[src/rtl/multicycle_wb_arbiter.sv]
// Round-robin arbiter merging multicycle unit results onto writeback group 1.
// Define MC_WB_OUTPUT_REG_EN to register wb_valid/wb_id/wb_data (1-cycle latency).
module multicycle_wb_arbiter #(
  parameter int NUM_UNITS = 3,
  parameter int ID_W      = 3,
  parameter int DATA_W    = 32
) (
  input  logic                              clk,
  input  logic                              rst,
  input  logic [NUM_UNITS-1:0]              unit_valid,
  input  logic [NUM_UNITS-1:0][ID_W-1:0]    unit_id,
  input  logic [NUM_UNITS-1:0][DATA_W-1:0]  unit_data,
  output logic [NUM_UNITS-1:0]              unit_ack,
  input  logic                              wb_hold,
  output logic                              wb_valid,
  output logic [ID_W-1:0]                   wb_id,
  output logic [DATA_W-1:0]                 wb_data
);

  localparam int PTR_W = (NUM_UNITS > 1) ? $clog2(NUM_UNITS) : 1;

  logic [PTR_W-1:0]  rr_ptr_q, rr_ptr_d;
  logic [PTR_W-1:0]  grant_idx, cand;
  logic              grant_found, gnt_vld;
  logic [ID_W-1:0]   gnt_id;
  logic [DATA_W-1:0] gnt_data;

  // Scan from the highest offset down so the lowest offset from rr_ptr wins.
  always_comb begin
    grant_found = 1'b0;
    grant_idx   = '0;
    cand        = '0;
    for (int k = NUM_UNITS - 1; k >= 0; k--) begin
      cand = PTR_W'((int'(rr_ptr_q) + k) % NUM_UNITS);
      if (unit_valid[cand]) begin
        grant_found = 1'b1;
        grant_idx   = cand;
      end
    end
  end

  assign gnt_vld  = grant_found & ~wb_hold & ~rst;
  assign gnt_id   = unit_id[grant_idx];
  assign gnt_data = unit_data[grant_idx];

  for (genvar i = 0; i < NUM_UNITS; i++) begin : g_ack
    assign unit_ack[i] = gnt_vld && (grant_idx == PTR_W'(i));
  end

  always_comb begin
    rr_ptr_d = rr_ptr_q;
    if (gnt_vld)
      rr_ptr_d = (grant_idx == PTR_W'(NUM_UNITS - 1)) ? '0 : grant_idx + PTR_W'(1);
  end

  always_ff @(posedge clk) begin
    if (rst) rr_ptr_q <= '0;
    else     rr_ptr_q <= rr_ptr_d;
  end

`ifdef MC_WB_OUTPUT_REG_EN
  logic              wb_valid_q, wb_valid_d;
  logic [ID_W-1:0]   wb_id_q, wb_id_d;
  logic [DATA_W-1:0] wb_data_q, wb_data_d;

  always_comb begin
    wb_valid_d = gnt_vld;
    wb_id_d    = gnt_id;
    wb_data_d  = gnt_data;
  end

  always_ff @(posedge clk) begin
    if (rst) begin
      wb_valid_q <= 1'b0;
      wb_id_q    <= '0;
      wb_data_q  <= '0;
    end else begin
      wb_valid_q <= wb_valid_d;
      wb_id_q    <= wb_id_d;
      wb_data_q  <= wb_data_d;
    end
  end

  assign wb_valid = wb_valid_q;
  assign wb_id    = wb_id_q;
  assign wb_data  = wb_data_q;
`else
  assign wb_valid = gnt_vld;
  assign wb_id    = gnt_id;
  assign wb_data  = gnt_data;
`endif

endmodule

[config.mk]
export PLATFORM = sky130hd
export DESIGN_NAME = multicycle_wb_arbiter
export DESIGN_NICKNAME = d
export VERILOG_FILES = /design/src/rtl/multicycle_wb_arbiter.sv
export SDC_FILE = /design/constraint.sdc
export NUM_CORES = 1
export LEC_CHECK = 0
export CORE_MARGIN = 2
export CORE_UTILIZATION = 30
export CTS_CLUSTER_SIZE = 25
export DETAILED_ROUTE_END_ITERATION = 8
export GPL_ROUTABILITY_DRIVEN = 0
export HOLD_SLACK_MARGIN = 0.05
export PLACE_DENSITY = 0.84
export SYNTH_ARGS = -nofsm -noshare
export SYNTH_HDL_FRONTEND = slang
export SYNTH_SLANG_ARGS = --single-unit
[constraint.sdc]
create_clock -name clk -period 4.55 [get_ports clk]
set_input_delay 0.91 -clock clk [delete_from_list [all_inputs] [get_ports clk]]
set_output_delay 0.91 -clock clk [all_outputs]
set_load 0.05 [all_outputs]
Run 1, placement view:
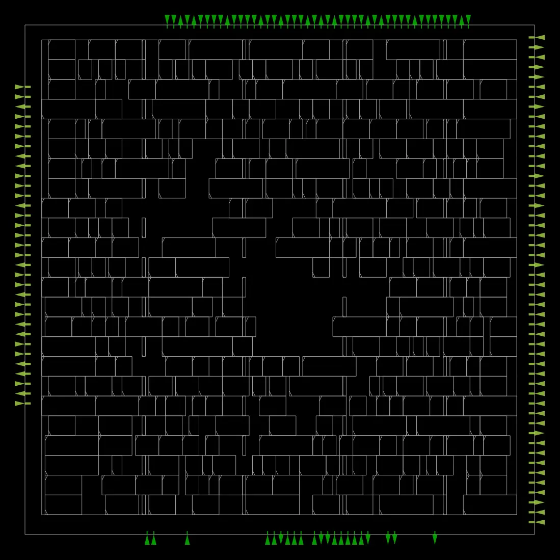
final std cells w/o fill: 403
n_taps: 52

Run 1, M3 wires:
Scale bar: 20 microns.
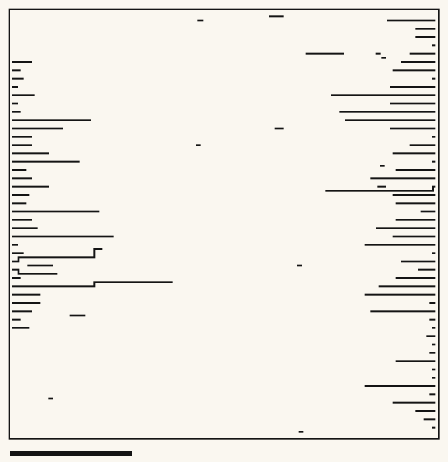
wire length on this layer: 468 microns
longest straight run: 17.5 microns
share of all routed wire: 7.1%
Post-Route WL: 6590 microns
met3 usage: 0.0361
Vias: 2205

Run 1, wiring by layer:
Scale bar: 20 microns.
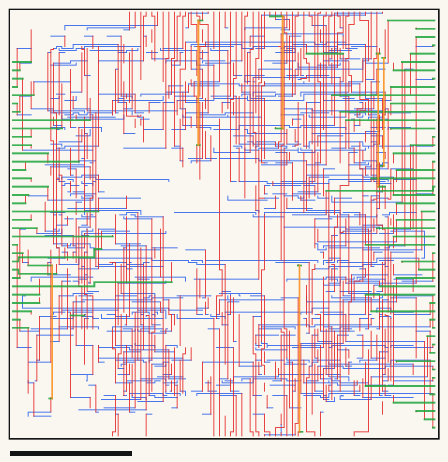
[green] met3 | wire length: 468 microns
[blue] met1 | wire length: 2640 microns
[orange] met4 | wire length: 127 microns
[red] met2 | wire length: 3350 microns
total track usage: 0.254
drt wl/cell: 16.3 microns

==> GITHUB_STEP_SUMMARY, run 1 <==
## Implementation flow summary

| Metric | Value |
|---|---|
| Min-Delay Startpoint | `rr_ptr_q[0]` |
| Main area contributors | `a31oi_1 (17%), a21oi_1 (14%), nor2_1 (10%)` |
| Antenna-violating nets left | `0` |
| Yosys top cell by area | `a31oi_1` |
| Worst Hold End | `rr_ptr_q[0]` |
| H-tree Lvls | `1` |
| Placement Cell Area | `around 3200 sq um` |
| Clk pwr share | `0.039` |
| Mapped Area | `between 1000 and 1500 sq um` |
| Iteration-0 DRC Markers | `~150` |
| Startpoint Class | `primary input` |
| Reg with most FFs | `rr_ptr_q` |
| Post-Syn Nets | `between 300 and 400` |
| Fraction of layout cells with a size suffix above 1 | `0.168` |
| CP max stage delay | `approximately 0.81 ns` |
| Yosys stat area | `between 1000 and 1500 sq um` |
| Inst Count DP | `~400` |
| Synthesis-to-layout area growth | `145%` |
| Reg2reg path depth | `8` |
| Clk power | `between 0.07 and 0.08 mW` |
| First-pass GRT wire length | `about 10000 microns` |
| Register-to-register setup slack | `2.33 ns` |
| Multi-input comb cells | `between 150 and 200` |
| Row Count | `24` |
| Non-clock inverters | `5` |
| Arrival time worst endpoint | `roughly 3.3 ns` |
| Most common cell on crit path | `clkdlybuf4s50_1` |
| WHS Path Cells | `2` |
| DR pass1 iterations | `4` |
| Synth warn | `0` |
| Sequential power share | `0.013` |
| Vias per cell | `about 5.5` |
| Pre-CTS setup slack | `around 0.37 ns` |
| Largest regs | `rr_ptr_q x2` |
| Most frequent cells in the layout | `clkdlybuf4s50_1 (111), buf_12 (40), a21oi_1 (36), nor2_1 (36), a31oi_1 (35)` |
| Status | `finished clean` |
| Synth Area in Adders | `0.0382` |
| Peak supply drop | `0.000410 V` |
| Nonclk buf count | `158` |
| GRT Residual Overflow | `0` |
| Levels on crit path | `7` |
| Static Leak | `1.25 nW` |
| Design area | `roughly 3200 sq um` |
| Pwr per Cell Area | `approximately 570 nW/um^2` |
| Biggest Area Class | `non-clock buffers` |
| Switch share | `0.534` |
| Syn Inst Count | `around 220` |
| Final hold viol count | `0` |
| TritonCTS clock tree | `built` |
| Reg2Reg Launch Point | `rr_ptr_q[0]` |
| Comb power | `about 1.7 mW` |
| And+or+nand+nor area frac | `0.192` |
| OpenROAD warning count | `29` |
| Max frequency | `~240 MHz` |
| Multiplexer share | `0.0268` |
| Drc violations | `0` |
| Met3 WL | `~470 microns` |
| Min cycle time layout | `about 4.2 ns` |
| Top-area cell share | `0.167` |
| Setup crit start | `unit_valid[1]` |
| Sw Pwr | `between 0.9 and 1 mW` |
| Critical path type | `in2out` |
| CTS Buf Count | `3` |
| Flop count | `2` |
| Ys flops | `2` |
| Combinational Power Share | `0.948` |
| Max_cap viols | `0` |
| Ant. Diodes | `0` |
| Synth top cells by count | `a21oi_1 (36), nor2_1 (36), a31oi_1 (35)` |
| FP Util | `0.307` |
| Max Fanout on Critical Path | `8` |
--- run 2 (diff from run 1) ---
--- a/config.mk
+++ b/config.mk
@@ -7,7 +7,7 @@
 export LEC_CHECK = 0
 export CORE_MARGIN = 2
 export CORE_UTILIZATION = 30
-export CTS_CLUSTER_SIZE = 25
+export CTS_CLUSTER_SIZE = 10
 export DETAILED_ROUTE_END_ITERATION = 8
 export GPL_ROUTABILITY_DRIVEN = 0
 export HOLD_SLACK_MARGIN = 0.05
Run 2, placement view:
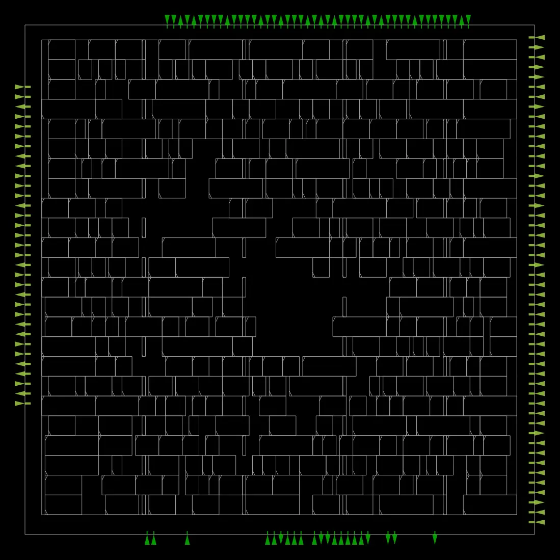
number of fill cells: 326
flop count: 2
Post-Route Utilization: 0.751
CORE AREA: 4260 sq um

==> GITHUB_STEP_SUMMARY, run 2 <==
## Implementation flow summary

| Metric | Value |
|---|---|
| Largest regs | `rr_ptr_q x2 (unchanged)` |
| WHS Path Cells | `2 (unchanged)` |
| Fraction of layout cells with a size suffix above 1 | `0.168 (unchanged)` |
| Ant. Diodes | `0 (unchanged)` |
| Multi-input comb cells | `183 (unchanged)` |
| CP max stage delay | `0.81 ns (about the same)` |
| Min cycle time layout | `4.17 ns (unchanged)` |
| Peak supply drop | `0.000410 V (unchanged)` |
| Clk power | `0.0709 mW (about the same)` |
| And+or+nand+nor area frac | `0.192 (unchanged)` |
| Syn Inst Count | `215 (unchanged)` |
| Vias | `2205 (unchanged)` |
| Clk pwr share | `0.039 (about the same)` |
| Biggest Area Class | `non-clock buffers (unchanged)` |
| Startpoint Class | `primary input (unchanged)` |
| Final hold viol count | `0 (unchanged)` |
| Switch share | `0.534 (unchanged)` |
| Ys flops | `2 (unchanged)` |
| First-pass GRT wire length | `10500 microns (unchanged)` |
| CTS Buf Count | `3 (unchanged)` |
| Max Fanout on Critical Path | `8 (unchanged)` |
| Iteration-0 DRC Markers | `145 (unchanged)` |
| Most frequent cells in the layout | `clkdlybuf4s50_1 (111), buf_12 (40), a21oi_1 (36), nor2_1 (36), a31oi_1 (35) (unchanged)` |
| Static Leak | `1.25 nW (unchanged)` |
| Combinational Power Share | `0.948 (about the same)` |
| Top-area cell share | `0.167 (unchanged)` |
| Post-Syn Nets | `330 (unchanged)` |
| Levels on crit path | `7 (unchanged)` |
| Non-clock inverters | `5 (unchanged)` |
| TritonCTS clock tree | `built (unchanged)` |
| H-tree Lvls | `1 (unchanged)` |
| Sequential power share | `0.013 (about the same)` |
| Mapped Area | `1310 sq um (unchanged)` |
| Arrival time worst endpoint | `3.26 ns (about the same)` |
| Pwr per Cell Area | `572 nW/um^2 (unchanged)` |
| Worst Hold End | `rr_ptr_q[0] (unchanged)` |
| Setup crit start | `unit_valid[1] (unchanged)` |
| Antenna-violating nets left | `0 (unchanged)` |
| Placement Cell Area | `3160 sq um (unchanged)` |
| Met3 usage | `0.0361 (unchanged)` |
| Multiplexer share | `0.0268 (unchanged)` |
| Status | `finished clean (unchanged)` |
| DR pass1 iterations | `4 (unchanged)` |
| Cts repair resizes | `0 (unchanged)` |
| Final std cells w/o fill | `403 (unchanged)` |
| Pre-CTS setup slack | `0.368 ns (unchanged)` |
| Met3 WL | `467 microns (unchanged)` |
| Reg2Reg Launch Point | `rr_ptr_q[0] (unchanged)` |
| Max frequency | `240 MHz (unchanged)` |
| Sw Pwr | `0.978 mW (unchanged)` |
| DR top layer | `met4 (unchanged)` |
| Yosys top cell by area | `a31oi_1 (unchanged)` |
| Yosys stat area | `1310 sq um (unchanged)` |
| Min-Delay Startpoint | `rr_ptr_q[0] (unchanged)` |
| Total track usage | `0.254 (unchanged)` |
| Buf/Inv on CP | `3 (unchanged)` |
| Row Count | `24 (unchanged)` |
| Comb power | `1.74 mW (about the same)` |
| Synth top cells by count | `a21oi_1 (36), nor2_1 (36), a31oi_1 (35) (unchanged)` |
| Reg with most FFs | `rr_ptr_q (unchanged)` |
| Critical path type | `in2out (unchanged)` |
| Most common cell on crit path | `clkdlybuf4s50_1 (unchanged)` |
| Reg2reg path depth | `8 (unchanged)` |
| Post-Route WL | `6590 microns (unchanged)` |
| FP Util | `0.307 (unchanged)` |
| GRT Residual Overflow | `0 (unchanged)` |
Run 2, sizing map:
Scale bar: 20 microns.
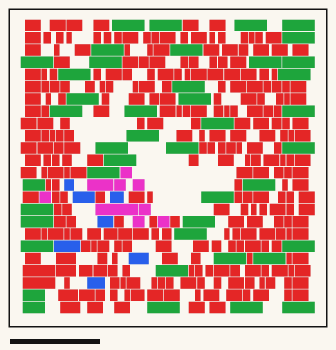
[green] drive 6 and up | cells: 43 | share: 12%
[magenta] drive 3 to 4 | cells: 9 | share: 2.6%
[red] drive 1 or less | cells: 292 | share: 83%
[blue] drive 2 | cells: 7 | share: 2.0%
design area: 3200 sq um
nonclk buf count: 158
synthesis-to-layout area growth: 145%
worst setup slack after layout: 0.379 ns

Run 2, ports around the boundary:
Scale bar: 20 microns. Pins as bars across the die edge, other pins in gray.
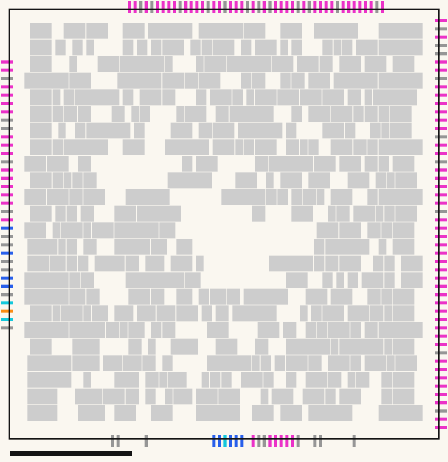

--- run 3 (diff from run 2) ---
--- a/config.mk
+++ b/config.mk
@@ -11,6 +11,7 @@
 export DETAILED_ROUTE_END_ITERATION = 8
 export GPL_ROUTABILITY_DRIVEN = 0
 export HOLD_SLACK_MARGIN = 0.05
+export MAX_ROUTING_LAYER = met4
 export PLACE_DENSITY = 0.84
 export SYNTH_ARGS = -nofsm -noshare
 export SYNTH_HDL_FRONTEND = slang
==> constraint.sdc (replaced) <==
create_clock -name clk -period 4.99 [get_ports clk]
set_input_delay 0.998 -clock clk [delete_from_list [all_inputs] [get_ports clk]]
set_output_delay 0.998 -clock clk [all_outputs]
set_load 0.05 [all_outputs]
Run 3, ports around the boundary:
Scale bar: 20 microns. Pins as bars across the die edge, other pins in gray.
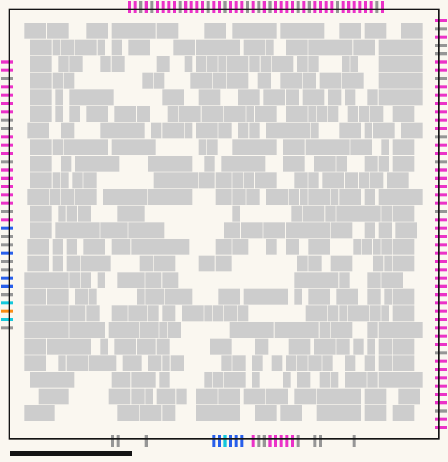
[cyan] wb_id | pins: 3 | direction: output | edge: 2 left, 1 bottom
[blue] unit_id | pins: 9 | direction: input | edge: 5 bottom, 4 left
[orange] wb_hold | pins: 1 | direction: input | edge: left
[magenta] unit_data | pins: 96 | direction: input | edge: 41 right, 34 top, 15 left, 6 bottom
Port Buffers: 149
Die Height: 70.1 microns
Chip Width: 70.1 microns

Run 3, sizing map:
Scale bar: 20 microns.
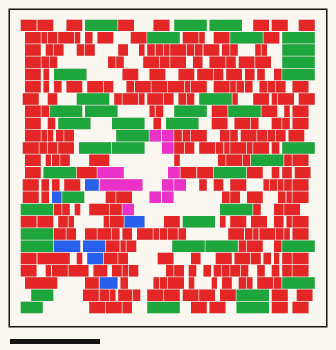
[green] drive 6 and up | cells: 41 | share: 12%
[red] drive 1 or less | cells: 293 | share: 83%
[blue] drive 2 | cells: 7 | share: 2.0%
[magenta] drive 3 to 4 | cells: 11 | share: 3.1%
nonclk buf count: 159
design area: 3190 sq um
worst setup slack after layout: 0.496 ns

==> GITHUB_STEP_SUMMARY, run 3 <==
## Implementation flow summary

| Metric | Value |
|---|---|
| Largest regs | `rr_ptr_q x2 (unchanged)` |
| Combinational Power Share | `0.947 (was 0.948)` |
| Post-Syn Nets | `330 (unchanged)` |
| Yosys top cell by area | `a31oi_1 (unchanged)` |
| Static Leak | `1.24 nW (was 1.25 nW)` |
| Row Count | `24 (unchanged)` |
| Arrival time worst endpoint | `3.50 ns (was 3.26 ns)` |
| Post-Route WL | `6750 microns (was 6590 microns)` |
| Buf/Inv on CP | `2 (was 3)` |
| Ant. Diodes | `0 (unchanged)` |
| Levels on crit path | `7 (unchanged)` |
| Flop count | `2 (unchanged)` |
| DR pass1 iterations | `4 (unchanged)` |
| Vias | `2225 (was 2205)` |
| And+or+nand+nor area frac | `0.192 (unchanged)` |
| Max_cap viols | `0 (unchanged)` |
| Reg2Reg Launch Point | `rr_ptr_q[0] (unchanged)` |
| Top-area cell share | `0.167 (unchanged)` |
| H-tree Lvls | `1 (unchanged)` |
| Reg2reg path depth | `7 (was 8)` |
| Cts repair resizes | `0 (unchanged)` |
| Comb power | `1.58 mW (was 1.74 mW)` |
| Max frequency | `roughly 220 MHz` |
| Sequential power share | `0.014 (was 0.013)` |
| DR top layer | `met4 (unchanged)` |
| Peak supply drop | `0.000296 V (was 0.000410 V)` |
| Critical path type | `in2out (unchanged)` |
| Clk pwr share | `0.039 (about the same)` |
| Number of fill cells | `324 (was 326)` |
| Multi-input comb cells | `183 (unchanged)` |
| Main area contributors | `a31oi_1 (17%), a21oi_1 (14%), nor2_1 (10%) (unchanged)` |
| Pre-CTS setup slack | `0.518 ns (was 0.368 ns)` |
| Antenna-violating nets left | `0 (unchanged)` |
| Syn Inst Count | `215 (unchanged)` |
| Status | `finished clean (unchanged)` |
| Synthesis-to-layout area growth | `144% (was 145%)` |
Power and IR drop assume default switching activity.
